[config.mk]
export PLATFORM = sky130hd
export DESIGN_NAME = fu_issue_arbiter_flat
export DESIGN_NICKNAME = d
export VERILOG_FILES = /design/src/rtl/fu_issue_arbiter_pkg.sv /design/src/rtl/fu_issue_arbiter_if.sv /design/src/rtl/fu_issue_arbiter_rr_picker.sv /design/src/rtl/fu_issue_arbiter.sv /design/src/flat_wrapper.sv
export SDC_FILE = /design/constraint.sdc
export NUM_CORES = 1
export LEC_CHECK = 0
export ABC_AREA = 1
export CORE_AREA = 2 2 200 202
export CTS_CLUSTER_DIAMETER = 80
export DETAILED_ROUTE_END_ITERATION = 16
export DIE_AREA = 0 0 202 204
export SLEW_MARGIN = 5
export SYNTH_ARGS = -nofsm -noshare
export SYNTH_HDL_FRONTEND = slang
export SYNTH_SLANG_ARGS = --single-unit
[constraint.sdc]
create_clock -name clk -period 2.62 [get_ports clk]
set_clock_uncertainty 0.1 [all_clocks]
set_input_delay 0.393 -clock clk [delete_from_list [all_inputs] [get_ports clk]]
set_output_delay 0.393 -clock clk [all_outputs]
set_load 0.05 [all_outputs]
[src/rtl/fu_issue_arbiter_pkg.sv]
// Shared CDB/reservation-station types for the functional-unit issue arbiter.
// Provides the reservation-station payload, the branch-dependency mask, the
// arbiter state encoding and a helper that tests an op against a recovery.
package fu_issue_arbiter_pkg;

   localparam int EBR_NUM   = 4;
   localparam int ROB_DEPTH = 16;
   localparam int EBR_IDX_W = $clog2(EBR_NUM);
   localparam int ROB_TAG_W = $clog2(ROB_DEPTH) + 1;

   typedef enum logic [1:0] {
      IDLE = 2'd0,
      BUSY = 2'd1,
      DONE = 2'd2
   } arb_state_t;

   // Per-branch-slot dependency: which unresolved branches this op sits behind.
   typedef struct packed {
      logic [EBR_NUM-1:0]                valid;
      logic [EBR_NUM-1:0][ROB_TAG_W-1:0] rob_tags;
   } depen_t;

   typedef struct packed {
      logic [3:0]           opcode;
      logic [31:0]          src1;
      logic [31:0]          src2;
      logic [ROB_TAG_W-1:0] rob_tag;
      depen_t               depen;
   } res_station_t;

   // True when the op depends on the branch being recovered in slot idx.
   function automatic logic depen_hit(input depen_t d,
                                      input logic [EBR_IDX_W-1:0] idx,
                                      input logic [ROB_TAG_W-1:0] tag);
      return d.valid[idx] && (d.rob_tags[idx] == tag);
   endfunction

endpackage

[src/rtl/fu_issue_arbiter_if.sv]
// Handshake bundle between the reservation stations / CDB and the arbiter.
//   slave  : arbiter side (consumes req/in_*, cdb_ack, flush; drives grant/fu_*)
//   master : environment side (stations, CDB, branch recovery)
interface fu_issue_arbiter_if
   import fu_issue_arbiter_pkg::*;
#(
   parameter int REQ_NUM = 4
);
   logic [REQ_NUM-1:0]                req;
   logic [REQ_NUM-1:0]                grant;
   logic [REQ_NUM-1:0]                in_valid;
   res_station_t [REQ_NUM-1:0]        in_op;
   logic                              fu_busy;
   res_station_t                      fu_op;
   logic                              result_valid;
   logic                              cdb_ack;
   logic                              early_flush;
   logic [EBR_IDX_W-1:0]              recover_idx;
   logic [ROB_TAG_W-1:0]              depen_rob;

   modport slave (
      input  req, in_valid, in_op, cdb_ack, early_flush, recover_idx, depen_rob,
      output grant, fu_busy, fu_op, result_valid
   );

   modport master (
      output req, in_valid, in_op, cdb_ack, early_flush, recover_idx, depen_rob,
      input  grant, fu_busy, fu_op, result_valid
   );
endinterface

[src/rtl/fu_issue_arbiter_rr_picker.sv]
// Combinational round-robin picker.
//   req_i       : request vector
//   rr_ptr_i    : highest-priority index this round
//   pick_o      : one-hot winner (0 when nothing requested)
//   any_valid_o : at least one request present
// The request vector is doubled and shifted down by rr_ptr so a plain
// lowest-bit priority search implements the wrap-around order.
module fu_issue_arbiter_rr_picker #(
   parameter int REQ_NUM = 4
) (
   input  logic [REQ_NUM-1:0]         req_i,
   input  logic [$clog2(REQ_NUM)-1:0] rr_ptr_i,
   output logic [REQ_NUM-1:0]         pick_o,
   output logic                       any_valid_o
);
   localparam int PTR_W = $clog2(REQ_NUM);
   localparam int SUM_W = PTR_W + 1;

   logic [REQ_NUM-1:0] rot_s;
   logic [PTR_W-1:0]   off_s;
   logic [SUM_W-1:0]   sum_s;
   logic [PTR_W-1:0]   sel_s;

   // Rotated priority search, then map the offset back to a station index.
   always_comb begin
      rot_s       = REQ_NUM'({req_i, req_i} >> rr_ptr_i);
      any_valid_o = |req_i;
      off_s       = '0;
      for (int j = REQ_NUM - 1; j >= 0; j--) begin
         if (rot_s[j]) begin
            off_s = PTR_W'(j);
         end else begin
            off_s = off_s;
         end
      end
      sum_s = {1'b0, off_s} + {1'b0, rr_ptr_i};
      if (sum_s >= SUM_W'(REQ_NUM)) begin
         sum_s = sum_s - SUM_W'(REQ_NUM);
      end else begin
         sum_s = sum_s;
      end
      sel_s  = sum_s[PTR_W-1:0];
      pick_o = '0;
      if (any_valid_o) begin
         pick_o[sel_s] = 1'b1;
      end else begin
         pick_o = '0;
      end
   end

endmodule

[src/rtl/fu_issue_arbiter.sv]
// Issue arbiter for one shared non-pipelined multi-cycle functional unit.
//   clk, rst : clock, synchronous active-high reset
//   bus_if   : slave side of fu_issue_arbiter_if
//              grant        - one-hot ready back to the winning station
//              fu_busy      - unit occupied (BUSY or DONE)
//              fu_op        - captured operation ('0 when idle)
//              result_valid - result offered to the CDB until cdb_ack
// An in-flight op whose branch dependency matches an early_flush is dropped.
module fu_issue_arbiter
   import fu_issue_arbiter_pkg::*;
#(
   parameter int REQ_NUM = 4,
   parameter int LATENCY = 3
) (
   input logic                 clk,
   input logic                 rst,
   fu_issue_arbiter_if.slave   bus_if
);
   localparam int PTR_W = $clog2(REQ_NUM);
   localparam int CNT_W = (LATENCY > 1) ? $clog2(LATENCY) : 1;

   arb_state_t       state_q, state_d;
   logic [PTR_W-1:0] rr_ptr_q, rr_ptr_d;
   logic [CNT_W-1:0] cnt_q, cnt_d;
   res_station_t     op_q, op_d;

   logic [REQ_NUM-1:0] pick_s;
   logic               any_valid_s;
   logic [REQ_NUM-1:0] grant_s;
   logic [PTR_W-1:0]   win_idx_s;
   logic               grant_en_s;
   logic               capture_s;
   logic               kill_s;

   fu_issue_arbiter_rr_picker #(.REQ_NUM(REQ_NUM)) u_picker (
      .req_i       (bus_if.req),
      .rr_ptr_i    (rr_ptr_q),
      .pick_o      (pick_s),
      .any_valid_o (any_valid_s)
   );

   // Encode the one-hot pick into the index used for capture and rr update.
   always_comb begin
      win_idx_s = '0;
      for (int i = 0; i < REQ_NUM; i++) begin
         if (pick_s[i]) begin
            win_idx_s = PTR_W'(i);
         end else begin
            win_idx_s = win_idx_s;
         end
      end
   end

   // Grant, kill detection, next-state and datapath updates.
   always_comb begin
      state_d  = state_q;
      rr_ptr_d = rr_ptr_q;
      cnt_d    = cnt_q;
      op_d     = op_q;

      // grant never looks at in_valid, so no in_valid->grant loop exists
      grant_en_s = ((state_q == IDLE) || ((state_q == DONE) && bus_if.cdb_ack))
                   && !bus_if.early_flush;
      grant_s    = (grant_en_s && any_valid_s) ? pick_s : '0;
      capture_s  = |(grant_s & bus_if.in_valid);
      kill_s     = (state_q != IDLE) && bus_if.early_flush
                   && depen_hit(op_q.depen, bus_if.recover_idx, bus_if.depen_rob);

      case (state_q)
         IDLE: begin
            if (capture_s) begin
               state_d = BUSY;
            end else begin
               state_d = IDLE;
            end
         end
         BUSY: begin
            if (kill_s) begin
               state_d = IDLE;
               op_d    = '0;
            end else if (cnt_q == '0) begin
               state_d = DONE;
            end else begin
               cnt_d = cnt_q - CNT_W'(1);
            end
         end
         DONE: begin
            // kill outranks cdb_ack; capture here implies cdb_ack
            if (kill_s) begin
               state_d = IDLE;
               op_d    = '0;
            end else if (capture_s) begin
               state_d = BUSY;
            end else if (bus_if.cdb_ack) begin
               state_d = IDLE;
               op_d    = '0;
            end else begin
               state_d = DONE;
            end
         end
         default: begin
            state_d = IDLE;
            op_d    = '0;
         end
      endcase

      if (capture_s) begin
         op_d     = bus_if.in_op[win_idx_s];
         cnt_d    = CNT_W'(LATENCY - 1);
         rr_ptr_d = (win_idx_s == PTR_W'(REQ_NUM - 1)) ? '0 : win_idx_s + PTR_W'(1);
      end else begin
         rr_ptr_d = rr_ptr_d;
      end

      bus_if.grant        = grant_s;
      bus_if.fu_busy      = (state_q != IDLE);
      bus_if.fu_op        = op_q;
      bus_if.result_valid = (state_q == DONE) && !kill_s;
   end

   // State, round-robin pointer, latency counter and captured op.
   always_ff @(posedge clk) begin
      if (rst) begin
         state_q  <= IDLE;
         rr_ptr_q <= '0;
         cnt_q    <= '0;
         op_q     <= '0;
      end else begin
         state_q  <= state_d;
         rr_ptr_q <= rr_ptr_d;
         cnt_q    <= cnt_d;
         op_q     <= op_d;
      end
   end

endmodule

[src/flat_wrapper.sv]
// flat-port wrapper written by rule: the top's interface ports become plain ports
module fu_issue_arbiter_flat import fu_issue_arbiter_pkg::*;
#(
   parameter int REQ_NUM = 4,
   parameter int LATENCY = 3
)
  (clk, rst, bus_if_req, bus_if_in_valid, bus_if_in_op, bus_if_cdb_ack, bus_if_early_flush, bus_if_recover_idx, bus_if_depen_rob, bus_if_grant, bus_if_fu_busy, bus_if_fu_op, bus_if_result_valid);
  fu_issue_arbiter_if #(.REQ_NUM(REQ_NUM)) bus_if_i ();
  input logic clk;
  input logic rst;
  input wire logic [$bits(bus_if_i.req)-1:0] bus_if_req;
  input wire logic [$bits(bus_if_i.in_valid)-1:0] bus_if_in_valid;
  input wire logic [$bits(bus_if_i.in_op)-1:0] bus_if_in_op;
  input wire logic [$bits(bus_if_i.cdb_ack)-1:0] bus_if_cdb_ack;
  input wire logic [$bits(bus_if_i.early_flush)-1:0] bus_if_early_flush;
  input wire logic [$bits(bus_if_i.recover_idx)-1:0] bus_if_recover_idx;
  input wire logic [$bits(bus_if_i.depen_rob)-1:0] bus_if_depen_rob;
  output wire logic [$bits(bus_if_i.grant)-1:0] bus_if_grant;
  output wire logic [$bits(bus_if_i.fu_busy)-1:0] bus_if_fu_busy;
  output wire logic [$bits(bus_if_i.fu_op)-1:0] bus_if_fu_op;
  output wire logic [$bits(bus_if_i.result_valid)-1:0] bus_if_result_valid;
  assign bus_if_i.req = bus_if_req;
  assign bus_if_i.in_valid = bus_if_in_valid;
  assign bus_if_i.in_op = bus_if_in_op;
  assign bus_if_i.cdb_ack = bus_if_cdb_ack;
  assign bus_if_i.early_flush = bus_if_early_flush;
  assign bus_if_i.recover_idx = bus_if_recover_idx;
  assign bus_if_i.depen_rob = bus_if_depen_rob;
  assign bus_if_grant = bus_if_i.grant;
  assign bus_if_fu_busy = bus_if_i.fu_busy;
  assign bus_if_fu_op = bus_if_i.fu_op;
  assign bus_if_result_valid = bus_if_i.result_valid;
  fu_issue_arbiter #(.REQ_NUM(REQ_NUM), .LATENCY(LATENCY)) u_core (.clk(clk), .rst(rst), .bus_if(bus_if_i));
endmodule
**Gate-type map**

The bar under the picture is 50 µm long.
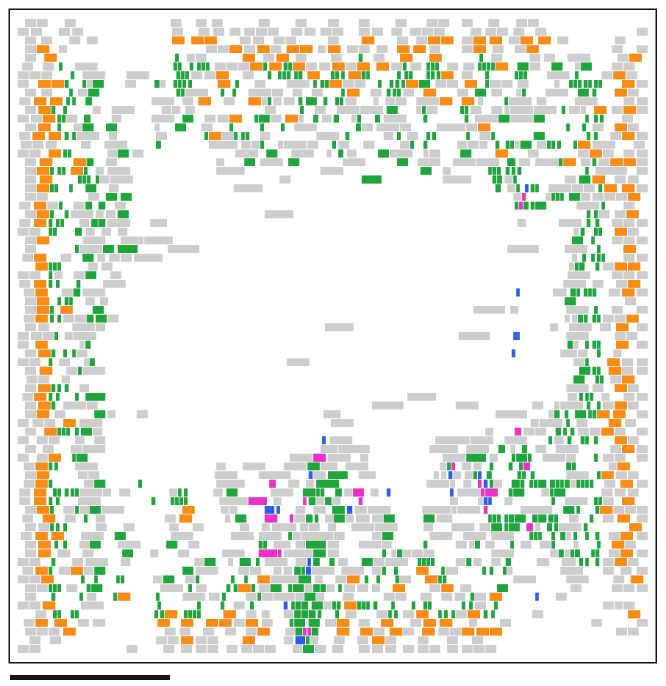
- NOR gates: magenta (cells 22; where bottom centre)
- multiplexers: orange (cells 194; where spread over the die)
- inverters: blue (cells 21)
- NAND gates: green (cells 586; where spread over the die)

**Close-up of the layout**

The bar under the picture is 10 µm long. Window x 132 to 172, y 31 to 71 µm. Cells in grey, sequential cells in the stronger grey; small squares are vias.
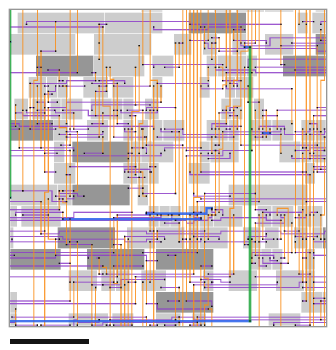
- met2: orange
- met1: purple
- met4: green
- met3: blue
- netlist names of flops here include: `u_core.bus_if.fu_op` (7), `u_core.cnt_q` (2), `u_core.state_q` (2)
- sequential cells in the window: 11
- cells with their middle in the window: 115
- most frequent: nand2_1 (33), dfxtp_1 (11)

==> flow_summary.yaml <==
# generated from flow reports
clock_tree:
  htree_levels: 3
  clock_sinks: 103
  cts_max_path_buffers: 2
  cts_tree: "built"
  cts_made_buffers: 9
  hold_buffers: 0
  clk_latency_ns: 0.36
  cts_root_buf: "clkbuf_16"
timing:
  slew_headroom_pct: 56.3
  final_hold_viol_count: 0
  rsz0062_at_grt: "yes"
  worst_pin_slew_ns: 0.655
  setup_viol: 106
  min_period_over_period_pct: 107
  fmax_ghz: 0.357
  post-route-min-period_ns: 2.80
  setup_ws_ns: -0.181
  hold_ws_ns: 0.371
worst_setup_path:
  critPathArrivalTime_ns: 2.99
  slowest_stage: "dfxtp_4"
  r2r_cells: 18
  critPathLaunchType: "flip-flop"
  worst-path-stages: 18
  critPathTopFamily: "simple AND/OR/NAND/NOR gates"
  path_cells: "inv_6 -> nand2_1 -> nand3_1 -> nand2_2 -> a21boi_4 -> ha_4 -> xor2_4 -> nand2_4 -> buf_6 -> nand4_1 -> nand2_2 -> buf_6 -> nor2_4 -> buf_8 -> buf_12 -> buf_16 -> nand3_2 -> a21oi_2"
  crit_type: "reg -> reg"
  critPathCaptureType: "flip-flop"
  crit_path_max_fanout: 6
  crit_required_ns: 2.81
  slowest_delay_ns: 0.38
floorplanning:
  io_pins: 510
  die-height_um: 204
  fp_util_pct: 21.6
  die_x_um: 202
  dieArea_um2: 41200
  num_rows: 73
logic_synthesis:
  async_flop_share_pct: 0
  synth_flops: 103
  postSynthSeqShare_pct: 24.4
  netlist_area_um2: 8450
  ys_cells: 1123
  synth-edff-count: 0
  synth_cells: 1123
  ys_types: 34
  yosysWarnings: 0
  syn_area_per_cell_um2: 7.53
  ys_chip_area_um2: 8450
detailed_routing:
  initialDrtViolationCount: 360
  route.detailed.wl_per_inst_um: 17.6
  drc_errors: 0
  viasPerCell: 4.41
  routed_wl_um: 38700
  dr_total_vias: 9711
  antenna_left: 0
global_route:
  grt_pass1_vias: 9911
  grt_max_degree: 71
  grt_overflow: 0
  grt_pass1_wl_um: 55800
layout:
  drive_above_1_share_pct: 31.8
  nets: 2078
  lay_top_count: "clkdlybuf4s50_1"
  stdcell_area_um2: 15800
  mostFrequentLayoutCells: "clkdlybuf4s50_1 (496), nand2_1 (428), mux2_2 (194)"
pwr:
  peakVddDrop_mv: 0.885
  p_leak_uw: 0.00615
placement:
  gp_congestion: 0.847
  dp_hpwl_um: 28200
  portBuffers: 509
  placed_area_um2: 14500
status:
  status: "complete, but fails checks"
  violations: "setup timing"
hold_path:
  holdPathStages: 2
  min_path_type: "reg -> reg"
job:
  warnings: 29
**M3 wires**

The bar under the picture is 50 µm long. Cells faint in the background.
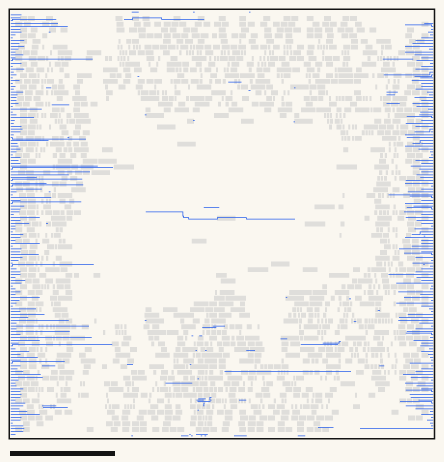
- wire length on this layer: 2800 µm
- share of all routed wire: 7.2%

**Track usage over the die**

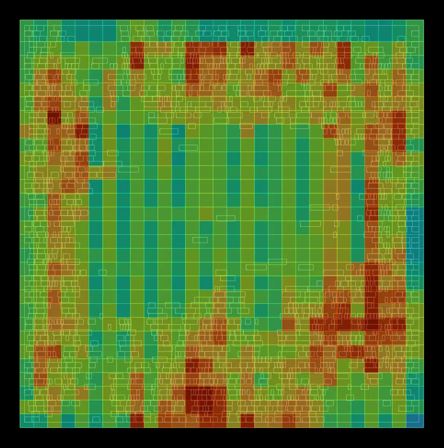
global routing usage on met1: 18.7%
global-route met3 utilization: 4.48%
GRT Overall Usage: 17.6%

## per-layer routing
metal / vias to the layer above / share of wire [%] / track usage [%]
met5: - / 0.031 / 0
met4: 2 / 2.6 / 7.22
li1: 4828 / - / -
met3: 48 / 7.2 / 4.48
met2: 380 / 52 / 32.8
met1: 4453 / 38 / 18.7
## synth_stat cells, drive strengths merged, types with 2 or more instances
master	n	area share (%)
nand4	2	0.15
nand3b	4	0.36
o21ai	3	0.18
clkbuf	19	0.84
nor3	3	0.18
a21oi	102	7.3
nand3	124	11
nor2	19	0.93
buf	67	6.0
nand2	456	21
dfxtp	103	24
inv	20	0.89
mux2	194	26
## sequential cells by signal, summed over array words and instances (netlist names)
signal / cells
u_core.state_q: 2
u_core.bus_if.fu_op: 97
u_core.cnt_q: 2
u_core.rr_ptr_q: 2
## layout make-up
cell class,instances,area [µm²]
clock inverter,5,58.8
tap,525,657
sequential,103,2070
inverter,21,93.8
antenna,1,2.50
fill,3934,23400
timing repair buffer,622,6540
multi-input combinational,913,6140
clock buffer,10,239
## worst register-to-register path: stages (launching register included)
cell	delay [ns]
dfxtp_4	0.38
inv_6	0.08
nand2_1	0.09
nand3_1	0.11
nand2_2	0.09
a21boi_4	0.18
ha_4	0.17
xor2_4	0.19
nand2_4	0.10
buf_6	0.13
nand4_1	0.12
nand2_2	0.09
buf_6	0.12
nor2_4	0.18
buf_8	0.14
buf_12	0.12
buf_16	0.14
nand3_2	0.07
a21oi_2	0.14
## path summary, 6_finish.rpt
path / startpoint / end / slack [ns]
max: u_core.rr_ptr_q[0] / u_core.bus_if.fu_op[92] / -0.18
max reg2reg: u_core.rr_ptr_q[0] / u_core.bus_if.fu_op[92] / -0.18
min: u_core.bus_if.fu_op[84] / u_core.bus_if.fu_op[84] / 0.37
min reg2reg: u_core.bus_if.fu_op[84] / u_core.bus_if.fu_op[84] / 0.37
## power breakdown
group	total (µW)	leakage (µW)	internal, µW	switching (µW)
clock	1420	0.000141	764	653
sequential	3050	0.000840	2370	678
combinational	22000	0.00517	9920	12100
total	26500	0.00615	13100	13400
## logic make-up after synthesis
family / share of synthesized area, %
AND-OR/OR-AND: 7.79
buffers and inverters: 7.82
adder cells (fa/ha/maj): 0.148
multiplexers: 25.8
AND/OR/NAND/NOR: 33.9
XOR/XNOR: 0.104
flip-flops: 24.4
## metrics by stage
| step | worst slack [ns] | std cells | TNS [ns] | util (%) | power (µW) |
|---|---|---|---|---|---|
| floorplan | -0.143 | 1123 | -0.143 | - | 16300 |
| global placement | -0.595 | 2154 | -60.24 | 37.0 | 21900 |
| detailed placement | -0.654 | 2154 | -64.46 | 37.0 | 22100 |
| CTS | -0.263 | 2192 | -11.39 | 39.1 | 25700 |
| global route | -0.311 | 2200 | -27.50 | 40.3 | 28300 |
| finish | -0.181 | 2200 | -12.63 | 40.3 | 26500 |
## timing repair
item,in CTS,in global routing
setup endpoints to repair,107,107
resized,57,85
gates cloned,8,6
pin swaps,15,30
buffers inserted,15,4
Power and IR drop assume default switching activity.
